run_1/pdn.png
Pins as bars on the die edge. Tap cells in gray.
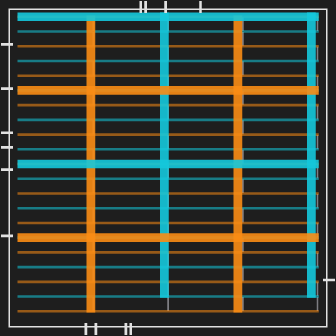
run_1/cell_classes.png
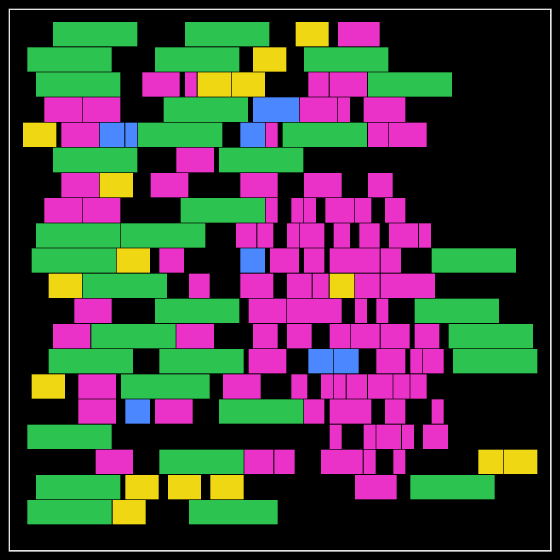
run_1/clock_map.png
The bar under the picture is 20 µm long.
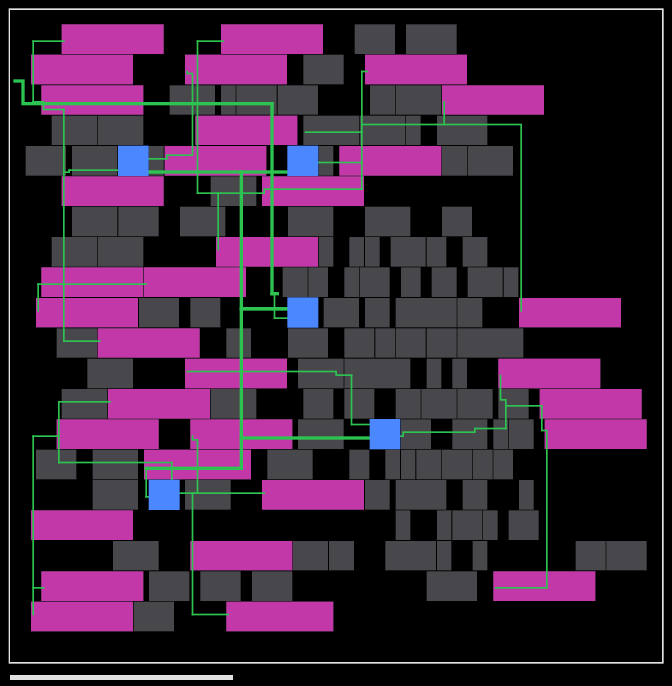
File: src/rtl/uart_rx_sampler_if.sv
`default_nettype none
// ============================================================================
// Module   : uart_rx_sampler_if
// Purpose  : Receive-side byte delivery bundle from the UART sampler.
// Revision : 1.0 - initial release
// ============================================================================
interface uart_rx_sampler_if #(
    parameter int DATA_BITS = 8
);
    logic [DATA_BITS-1:0] rx_data;
    logic                 rx_valid;
    logic                 frame_err;
    logic                 busy;

    modport master (
        output rx_data,
        output rx_valid,
        output frame_err,
        output busy
    );

    modport slave (
        input rx_data,
        input rx_valid,
        input frame_err,
        input busy
    );
endinterface
`default_nettype wire

File: src/rtl/uart_rx_sampler.sv
`default_nettype none
// ============================================================================
// Module   : uart_rx_sampler
// Purpose  : 8N1 UART receiver, oversampled with 3-sample mid-bit majority vote.
// Revision : 1.0 - initial release
// ============================================================================
module uart_rx_sampler #(
    parameter int OVERSAMPLE = 16,
    parameter int DATA_BITS  = 8,
    parameter int MID        = 8
) (
    input wire                  sys_clk,
    input wire                  reset,
    input wire                  smp_clk,
    input wire                  rx,
    uart_rx_sampler_if.master   rx_if
);
    localparam int TCW = $clog2(OVERSAMPLE);
    localparam int BCW = (DATA_BITS > 1) ? $clog2(DATA_BITS) : 1;

    localparam logic [TCW-1:0] c_TICK_EARLY = TCW'(MID - 1);
    localparam logic [TCW-1:0] c_TICK_MID   = TCW'(MID);
    localparam logic [TCW-1:0] c_TICK_VOTE  = TCW'(MID + 1);
    localparam logic [TCW-1:0] c_TICK_LAST  = TCW'(OVERSAMPLE - 1);
    localparam logic [TCW-1:0] c_TCNT_ONE   = TCW'(1);
    localparam logic [BCW-1:0] c_BIT_LAST   = BCW'(DATA_BITS - 1);
    localparam logic [BCW-1:0] c_BCNT_ONE   = BCW'(1);

    typedef enum logic [2:0] {
        S_IDLE  = 3'd0,
        S_START = 3'd1,
        S_DATA  = 3'd2,
        S_STOP  = 3'd3,
        S_BREAK = 3'd4
    } state_t;

    state_t                 r_state;
    logic                   r_rx_meta;
    logic                   r_rx_s;
    logic                   r_smp_d;
    logic [TCW-1:0]         r_tcnt;
    logic [BCW-1:0]         r_bcnt;
    logic                   r_v0;
    logic                   r_v1;
    logic [DATA_BITS-1:0]   r_shift;
    logic [DATA_BITS-1:0]   r_rx_data;
    logic                   r_rx_valid;
    logic                   r_frame_err;

    logic                   w_tick;
    logic                   w_vote;
    logic                   w_at_vote;
    logic                   w_at_last;
    logic [TCW-1:0]         w_tcnt_next;

    // Sync flops idle high so reset does not look like a start edge.
    always_ff @(posedge sys_clk or negedge reset) begin
        if (!reset) begin
            r_rx_meta <= 1'b1;
            r_rx_s    <= 1'b1;
            r_smp_d   <= 1'b0;
        end else begin
            r_rx_meta <= rx;
            r_rx_s    <= r_rx_meta;
            r_smp_d   <= smp_clk;
        end
    end

    assign w_tick      = smp_clk & ~r_smp_d;
    assign w_vote      = (r_v0 & r_v1) | (r_v0 & r_rx_s) | (r_v1 & r_rx_s);
    assign w_at_vote   = (r_tcnt == c_TICK_VOTE);
    assign w_at_last   = (r_tcnt == c_TICK_LAST);
    assign w_tcnt_next = w_at_last ? '0 : r_tcnt + c_TCNT_ONE;

    always_ff @(posedge sys_clk or negedge reset) begin
        if (!reset) begin
            r_state     <= S_IDLE;
            r_tcnt      <= '0;
            r_bcnt      <= '0;
            r_v0        <= 1'b0;
            r_v1        <= 1'b0;
            r_shift     <= '0;
            r_rx_data   <= '0;
            r_rx_valid  <= 1'b0;
            r_frame_err <= 1'b0;
        end else begin
            r_rx_valid <= 1'b0;
            if (w_tick) begin
                if (r_tcnt == c_TICK_EARLY) r_v0 <= r_rx_s;
                if (r_tcnt == c_TICK_MID)   r_v1 <= r_rx_s;
                case (r_state)
                    S_IDLE: begin
                        if (!r_rx_s) begin
                            r_state <= S_START;
                            r_tcnt  <= '0;
                            r_bcnt  <= '0;
                        end
                    end
                    S_START: begin
                        if (w_at_vote && w_vote) begin
                            r_state <= S_IDLE;
                            r_tcnt  <= '0;
                        end else begin
                            r_tcnt <= w_tcnt_next;
                            if (w_at_last) begin
                                r_state <= S_DATA;
                                r_bcnt  <= '0;
                            end
                        end
                    end
                    S_DATA: begin
                        r_tcnt <= w_tcnt_next;
                        if (w_at_vote)
                            r_shift <= {w_vote, r_shift[DATA_BITS-1:1]};
                        if (w_at_last) begin
                            if (r_bcnt == c_BIT_LAST)
                                r_state <= S_STOP;
                            else
                                r_bcnt <= r_bcnt + c_BCNT_ONE;
                        end
                    end
                    S_STOP: begin
                        // Decide mid-stop so a back-to-back start edge is not missed.
                        if (w_at_vote) begin
                            r_tcnt <= '0;
                            if (w_vote) begin
                                r_rx_data   <= r_shift;
                                r_rx_valid  <= 1'b1;
                                r_frame_err <= 1'b0;
                                r_state     <= S_IDLE;
                            end else begin
                                r_frame_err <= 1'b1;
                                r_state     <= S_BREAK;
                            end
                        end else begin
                            r_tcnt <= w_tcnt_next;
                        end
                    end
                    S_BREAK: begin
                        if (r_rx_s) begin
                            r_state <= S_IDLE;
                            r_tcnt  <= '0;
                        end
                    end
                    default: begin
                        r_state <= S_IDLE;
                        r_tcnt  <= '0;
                    end
                endcase
            end
        end
    end

    assign rx_if.rx_data   = r_rx_data;
    assign rx_if.rx_valid  = r_rx_valid;
    assign rx_if.frame_err = r_frame_err;
    assign rx_if.busy      = (r_state != S_IDLE);

endmodule
`default_nettype wire

File: src/flat_wrapper.sv
// flat-port wrapper written by rule: the top's interface ports become plain ports
module uart_rx_sampler_flat 
#(
    parameter int OVERSAMPLE = 16,
    parameter int DATA_BITS  = 8,
    parameter int MID        = 8
)
  (sys_clk, reset, smp_clk, rx, rx_if_rx_data, rx_if_rx_valid, rx_if_frame_err, rx_if_busy);
  uart_rx_sampler_if #(.DATA_BITS(DATA_BITS)) rx_if_i ();
  input wire sys_clk;
  input wire reset;
  input wire smp_clk;
  input wire rx;
  output wire logic [$bits(rx_if_i.rx_data)-1:0] rx_if_rx_data;
  output wire logic [$bits(rx_if_i.rx_valid)-1:0] rx_if_rx_valid;
  output wire logic [$bits(rx_if_i.frame_err)-1:0] rx_if_frame_err;
  output wire logic [$bits(rx_if_i.busy)-1:0] rx_if_busy;
  assign rx_if_rx_data = rx_if_i.rx_data;
  assign rx_if_rx_valid = rx_if_i.rx_valid;
  assign rx_if_frame_err = rx_if_i.frame_err;
  assign rx_if_busy = rx_if_i.busy;
  uart_rx_sampler #(.OVERSAMPLE(OVERSAMPLE), .DATA_BITS(DATA_BITS), .MID(MID)) u_core (.sys_clk(sys_clk), .reset(reset), .smp_clk(smp_clk), .rx(rx), .rx_if(rx_if_i));
endmodule
File: config.mk
export PLATFORM = sky130hd
export DESIGN_NAME = uart_rx_sampler_flat
export DESIGN_NICKNAME = d
export VERILOG_FILES = /design/src/rtl/uart_rx_sampler_if.sv /design/src/rtl/uart_rx_sampler.sv /design/src/flat_wrapper.sv
export SDC_FILE = /design/constraint.sdc
export NUM_CORES = 1
export LEC_CHECK = 0
export CORE_UTILIZATION = 50
export CTS_CLUSTER_DIAMETER = 100
export DETAILED_ROUTE_END_ITERATION = 16
export MAX_ROUTING_LAYER = met4
export PLACE_DENSITY = 0.68
export SKIP_CTS_REPAIR_TIMING = 1
export SYNTH_ARGS = -nofsm -noshare
export SYNTH_HDL_FRONTEND = slang
export SYNTH_SLANG_ARGS = --single-unit
File: constraint.sdc
create_clock -name sys_clk -period 2.5 [get_ports sys_clk]
set_clock_uncertainty 0.15 [all_clocks]
set_input_delay 0.5 -clock sys_clk [delete_from_list [all_inputs] [get_ports sys_clk]]
set_output_delay 0.5 -clock sys_clk [all_outputs]
set_load 0.005 [all_outputs]
==> flow_metrics.py, run 1 <==
# Flow results
metrics = {
    "run_status": {
        "outcome": "completed",
    },
    "sta": {
        "fmax_mhz": 433.4,
        "hold_ws_ns": 0.2149,
        "finalHoldViolCount": 0,
        "rsz0062_at_grt": "no",
        "setup_ws_ns": 0.1925,
    },
    "worst_setup_path": {
        "cp.depth": 3,
        "crit_path_cell_trace": "nor2_1 > nand2_1 > clkdlybuf4s50_1",
        "crit_family": "flip-flops",
        "rr_endpoint": "u_core.r_shift[6]",
        "cp.buffers_inverters": 1,
        "end_kind": "output port",
        "criticalPathCategory": "reg2out",
        "crit_fanout": 12,
        "cp_slowest_cell": "dfrtp_1",
        "crit_required_ns": 1.85,
        "timing.rr.start": "u_core.r_state[1]",
        "critPathCapture": "rx_if_busy",
    },
    "floorplan": {
        "coreArea_um2": 3028,
        "die_y_um": 58.38,
        "dieArea_um2": 3408,
        "initCoreUtil_pct": 52.48,
        "core.rowCount": 20,
        "io_pins": 15,
    },
    "global_route": {
        "grt_overflow": 0,
        "busiest_layer": "met2",
        "grt_max_degree": 34,
        "grt_pass1_wl_um": 4740,
        "grt_pass1_vias": 1043,
    },
    "cells_and_area": {
        "seq_cells": 33,
        "design_area_um2": 1829,
        "seq_share_pct": 45.28,
        "utilization_pct": 60.41,
        "comb_cells": 84,
        "drive_gt1_share_pct": 27.70,
        "logic_area_um2": 701.9,
        "seq_area_um2": 828.3,
        "final_cells": 192,
    },
    "pwr": {
        "power_mw": 1.412,
        "top_power_group": "sequential cells",
        "ir_drop_mv": 0.4922,
        "power_density_nw_per_um2": 772.2,
        "combPwrFrac_pct": 28.3,
        "switching_share_pct": 34.33,
        "p_leak_nw": 0.8878,
        "power.switching_uw": 484.9,
        "comb-power_uw": 400,
    },
    "synthesis": {
        "yosysTopAreaCell": "dfrtp_1",
        "top_cell_area_share_pct": 48.82,
        "synthesis.nets": 137,
        "compound_area_share_pct": 8.661,
        "syn_area_um2": 1589,
        "ys_ff": 33,
        "synth_cells": 128,
        "ys_sh_simple_pct": 14.72,
        "yosysSeqAreaShare_pct": 52.13,
        "flop_cell": "dfrtp_1",
    },
    "clock_network": {
        "clockRootBuffer": "clkbuf_4",
        "clock_latency_ns": 0.33,
        "clk_pin_slew_worst_paths_ns": 0.10,
        "cts_tree": "built",
    },
    "route": {
        "dr_wl_met2_um": 1317,
        "drt_pass1_iterations": 4,
        "wl_met1_um": 1204,
        "dr_total_vias": 1030,
        "drtIter0Drc": 22,
        "viasPerCell": 5.365,
    },
    "placement": {
        "place.port_buffers": 14,
        "placed_area_um2": 1767,
        "post-place-ws_ns": 0.1348,
        "dp_hpwl_um": 1925,
        "gp_congestion": 0.9504,
    },
    "run": {
        "warning_count": 28,
    },
    "worst_hold_path": {
        "hold_class": "reg2reg",
        "hold_end": "u_core.r_rx_s",
        "hold_depth": 0,
    },
}
## Picture notes: pdn.png
VDD -> cyan
VSS -> orange
signal pins = 15
tap cells = 44
met5 straps = 4
met1 rails = 21
met4 straps = 4

## Picture notes: cell_classes.png
flip-flops -> green  # cells 33
other buffers and delay cells -> yellow  # cells 16
all other logic -> magenta  # cells 91
clock drivers and dummy loads -> blue  # cells 8

## Picture notes: clock_map.png
clock wires -> green  # length 409 µm
flip-flops -> magenta  # count 33
cells driving clock nets -> blue  # count 5
flops lie = spread over the die

==> run 2: changes to the inputs <==
--- a/config.mk
+++ b/config.mk
@@ -10,6 +10,7 @@
 export DETAILED_ROUTE_END_ITERATION = 16
 export MAX_ROUTING_LAYER = met4
 export PLACE_DENSITY = 0.68
+export REMOVE_ABC_BUFFERS = 1
 export SKIP_CTS_REPAIR_TIMING = 1
 export SYNTH_ARGS = -nofsm -noshare
 export SYNTH_HDL_FRONTEND = slang
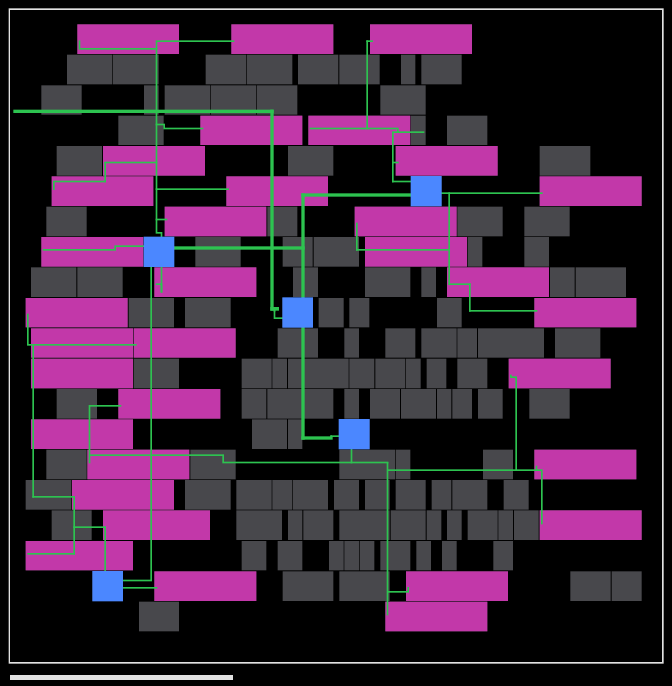
run_2/clock_map.png
The bar under the picture is 20 µm long.
cells driving clock nets -> blue  # count 5
clock wires -> green  # length 399 µm
flip-flops -> magenta  # count 33
flops lie = spread over the die

==> run 2 against run 1 <==
  * Via count rose by 0.68%
  * Critical path depth did not move
  * Hold slack got worse by 0.0073 ns
  * Clock power fell by 3%
  * Fmax rose by 1.4%
  * Sequential power barely moved
  * Global-route usage rose by 0.80 points
  * Area after synthesis did not move
  * First-iteration DRC count rose by 14%
  * Largest power group unchanged
  * Highest routed layer unchanged
==> flow_metrics.py, run 2 <==
# Flow results
metrics = {
    "run_status": {
        "outcome": "completed",
    },
    "cells_and_area": {
        "design_area_um2": 1826,
        "final_cells": 192,
        "comb_cells": 84,
        "clk_share_pct": 3.221,
        "signal_buffers": 16,
        "final_common_cell": "dfrtp_1",
        "seq_cells": 33,
        "utilization_pct": 60.29,
        "clkbuf_count": 8,
        "drive_gt1_share_pct": 27.03,
        "seq_share_pct": 45.37,
        "seq_area_um2": 828.3,
        "nFillCells": 256,
        "sh_comb_area_pct": 38.45,
        "logic_area_um2": 701.9,
        "diodes": 0,
        "largestClassByArea": "sequential cells",
    },
    "synthesis": {
        "synth_top_cell_by_count": "dfrtp_1",
        "ys_ff": 33,
        "ys_top_logic_family": "multiplexers",
        "flop_cell": "dfrtp_1",
        "ys_sh_mux_pct": 15.59,
        "edf_count": 0,
        "yosysCellCount": 128,
        "top_cell_area_share_pct": 48.82,
        "syn_area_um2": 1589,
        "async_flop_share_pct": 100.0,
        "synth-adder-area-share_pct": 4.646,
        "yosysSeqAreaShare_pct": 52.13,
        "compound_area_share_pct": 8.661,
        "ys_sh_simple_pct": 14.72,
        "synth_cells": 128,
        "yosysTopAreaCell": "dfrtp_1",
        "synth_cell_type_count": 42,
        "xor_area_share_pct": 0.5512,
    },
    "sta": {
        "hold_ws_ns": 0.2076,
        "maxSlewHeadroom_pct": 72.36,
        "rsz0062_at_grt": "no",
        "fmax_mhz": 439.4,
        "setup_ws_ns": 0.2240,
        "finalHoldViolCount": 0,
        "fin_crit_sh_pct": 91.04,
    },
    "pwr": {
        "p_leak_nw": 0.8889,
        "power_mw": 1.400,
        "seq-power_uw": 695,
        "comb-power_uw": 399,
        "top_power_group": "sequential cells",
        "p_seq_share_pct": 49.7,
        "power_density_nw_per_um2": 766.8,
        "combPwrFrac_pct": 28.5,
        "power.switching_uw": 471.5,
        "ir_drop_mv": 0.3644,
        "switching_share_pct": 33.68,
    },
    "worst_setup_path": {
        "crit_path_cell_trace": "nor2_1 > nand2_1 > clkdlybuf4s50_1",
        "crit_fanout": 12,
        "rr_worst_depth": 5,
        "start_kind": "flip-flop",
        "critPathCapture": "rx_if_busy",
        "criticalPathCategory": "reg2out",
        "crit_required_ns": 1.85,
        "crit_family": "flip-flops",
        "cp.buffers_inverters": 1,
        "cp_slowest_cell": "dfrtp_1",
        "cp.depth": 3,
        "rr_endpoint": "u_core.r_state[0]",
        "timing.rr.start": "u_core.r_tcnt[0]",
        "end_kind": "output port",
    },
    "route": {
        "drtIter0Drc": 25,
        "viasPerCell": 5.401,
        "dr_total_vias": 1037,
        "route.detailed.drc": 0,
        "dr_wl_met2_um": 1282,
        "drt_pass1_iterations": 4,
        "wl_um": 2724,
        "wl_met1_um": 1290,
        "antenna_left": 0,
    },
    "floorplan": {
        "die_x_um": 58.38,
        "die_y_um": 58.38,
        "core.rowCount": 20,
        "dieArea_um2": 3408,
        "coreArea_um2": 3028,
        "io_pins": 15,
        "initCoreUtil_pct": 52.48,
    },
    "worst_hold_path": {
        "hold_class": "reg2reg",
        "hold_end": "u_core.r_rx_s",
        "hold_depth": 0,
    },
    "placement": {
        "placed_area_um2": 1767,
        "dp_cells": 184,
        "gp_congestion": 0.8591,
        "post-place-ws_ns": 0.1460,
        "dp_hpwl_um": 1964,
        "place.port_buffers": 14,
    },
    "clock_network": {
        "clockBufferDepth": 2,
        "clk_pin_slew_worst_paths_ns": 0.10,
        "cts-buffers-inserted": 5,
        "cts_sinks": 33,
        "clock_latency_ns": 0.33,
        "cts_tree": "built",
        "clockRootBuffer": "clkbuf_4",
    },
    "global_route": {
        "grt_pass1_vias": 1022,
        "grt_overflow": 0,
        "grt_max_degree": 34,
        "grt_pass1_wl_um": 4809,
        "busiest_layer": "met2",
        "track_usage_pct": 20.11,
        "use_met3_pct": 7.253,
    },
    "run": {
        "warning_count": 27,
        "max_cap_viol_count": 0,
    },
}
==> run 3: changes to the inputs <==
--- a/config.mk
+++ b/config.mk
@@ -8,6 +8,7 @@
 export CORE_UTILIZATION = 50
 export CTS_CLUSTER_DIAMETER = 100
 export DETAILED_ROUTE_END_ITERATION = 16
+export GPL_ROUTABILITY_DRIVEN = 0
 export MAX_ROUTING_LAYER = met4
 export PLACE_DENSITY = 0.68
 export REMOVE_ABC_BUFFERS = 1
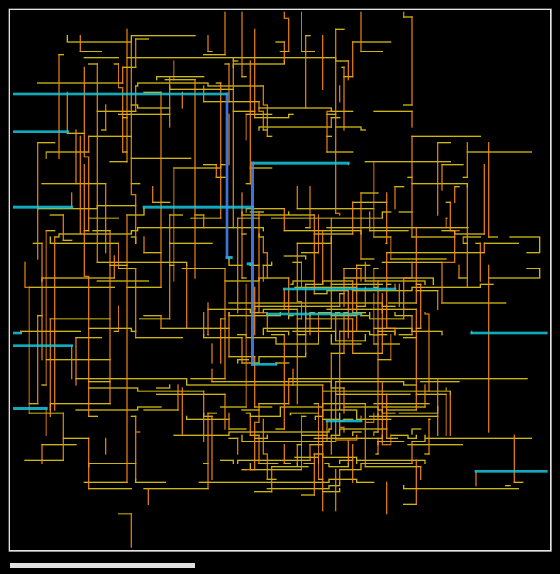
run_3/metal_stack.png
The bar under the picture is 20 µm long.
met2 -> orange  # wire length 1,280 µm
met1 -> yellow  # wire length 1,290 µm
met3 -> cyan  # wire length 112 µm
met4 -> blue  # wire length 39.4 µm

==> run 3 against run 2 <==
  * Non-clock buffer count is the same
  * Largest power group unchanged
  * Hold slack is the same
  * Core utilization is the same
  * Combinational power is essentially flat
  * First-iteration DRC count is the same
  * Register-to-register slack is essentially flat
  * Clock-buffer cell count is the same
==> flow_metrics.py, run 3 <==
# Flow results
metrics = {
    "run_status": {
        "outcome": "completed",
    },
    "cells_and_area": {
        "seq_share_pct": 45.37,
        "clk_share_pct": 3.221,
        "signal_buffers": 16,
        "design_area_um2": 1826,
        "comb_cells": 84,
        "diodes": 0,
        "nFillCells": 256,
        "drive_gt1_share_pct": 27.03,
    },
    "floorplan": {
        "core.rowCount": 20,
        "dieArea_um2": 3408,
        "die_y_um": 58.38,
        "coreArea_um2": 3028,
    },
    "worst_setup_path": {
        "timing.rr.start": "u_core.r_tcnt[0]",
        "criticalPathCategory": "reg2out",
        "start_kind": "flip-flop",
        "crit_path_cell_trace": "nor2_1 > nand2_1 > clkdlybuf4s50_1",
        "crit_family": "flip-flops",
        "rr_worst_depth": 5,
    },
    "placement": {
        "place.port_buffers": 14,
        "placed_area_um2": 1767,
    },
    "pwr": {
        "power.switching_uw": 471.5,
        "comb-power_uw": 399,
        "p_seq_share_pct": 49.7,
        "switching_share_pct": 33.68,
        "top_power_group": "sequential cells",
        "combPwrFrac_pct": 28.5,
    },
    "run": {
        "max_cap_viol_count": 0,
    },
    "route": {
        "dr_total_vias": 1037,
        "drtIter0Drc": 25,
    },
    "global_route": {
        "use_met3_pct": 7.253,
        "grt_max_degree": 34,
        "grt_pass1_vias": 1022,
        "busiest_layer": "met2",
        "track_usage_pct": 20.11,
    },
    "clock_network": {
        "cts_sinks": 33,
        "clk_pin_slew_worst_paths_ns": 0.10,
        "cts_tree": "built",
        "clockRootBuffer": "clkbuf_4",
        "cts-buffers-inserted": 5,
        "clockBufferDepth": 2,
    },
    "sta": {
        "setup_ws_ns": 0.2240,
        "maxSlewHeadroom_pct": 72.36,
        "fin_crit_sh_pct": 91.04,
        "fmax_mhz": 439.4,
        "finalHoldViolCount": 0,
    },
    "synthesis": {
        "ys_ff": 33,
        "flop_cell": "dfrtp_1",
        "yosysTopAreaCell": "dfrtp_1",
        "ys_sh_simple_pct": 14.72,
        "yosysCellCount": 128,
        "compound_area_share_pct": 8.661,
        "edf_count": 0,
        "synth_cells": 128,
        "top_cell_area_share_pct": 48.82,
        "async_flop_share_pct": 100.0,
        "xor_area_share_pct": 0.5512,
        "synth_top_cell_by_count": "dfrtp_1",
        "syn_area_um2": 1589,
    },
    "worst_hold_path": {
        "hold_end": "u_core.r_rx_s",
        "hold_depth": 0,
    },
}
No activity file was given, so power comes from the tool's default toggle rates.
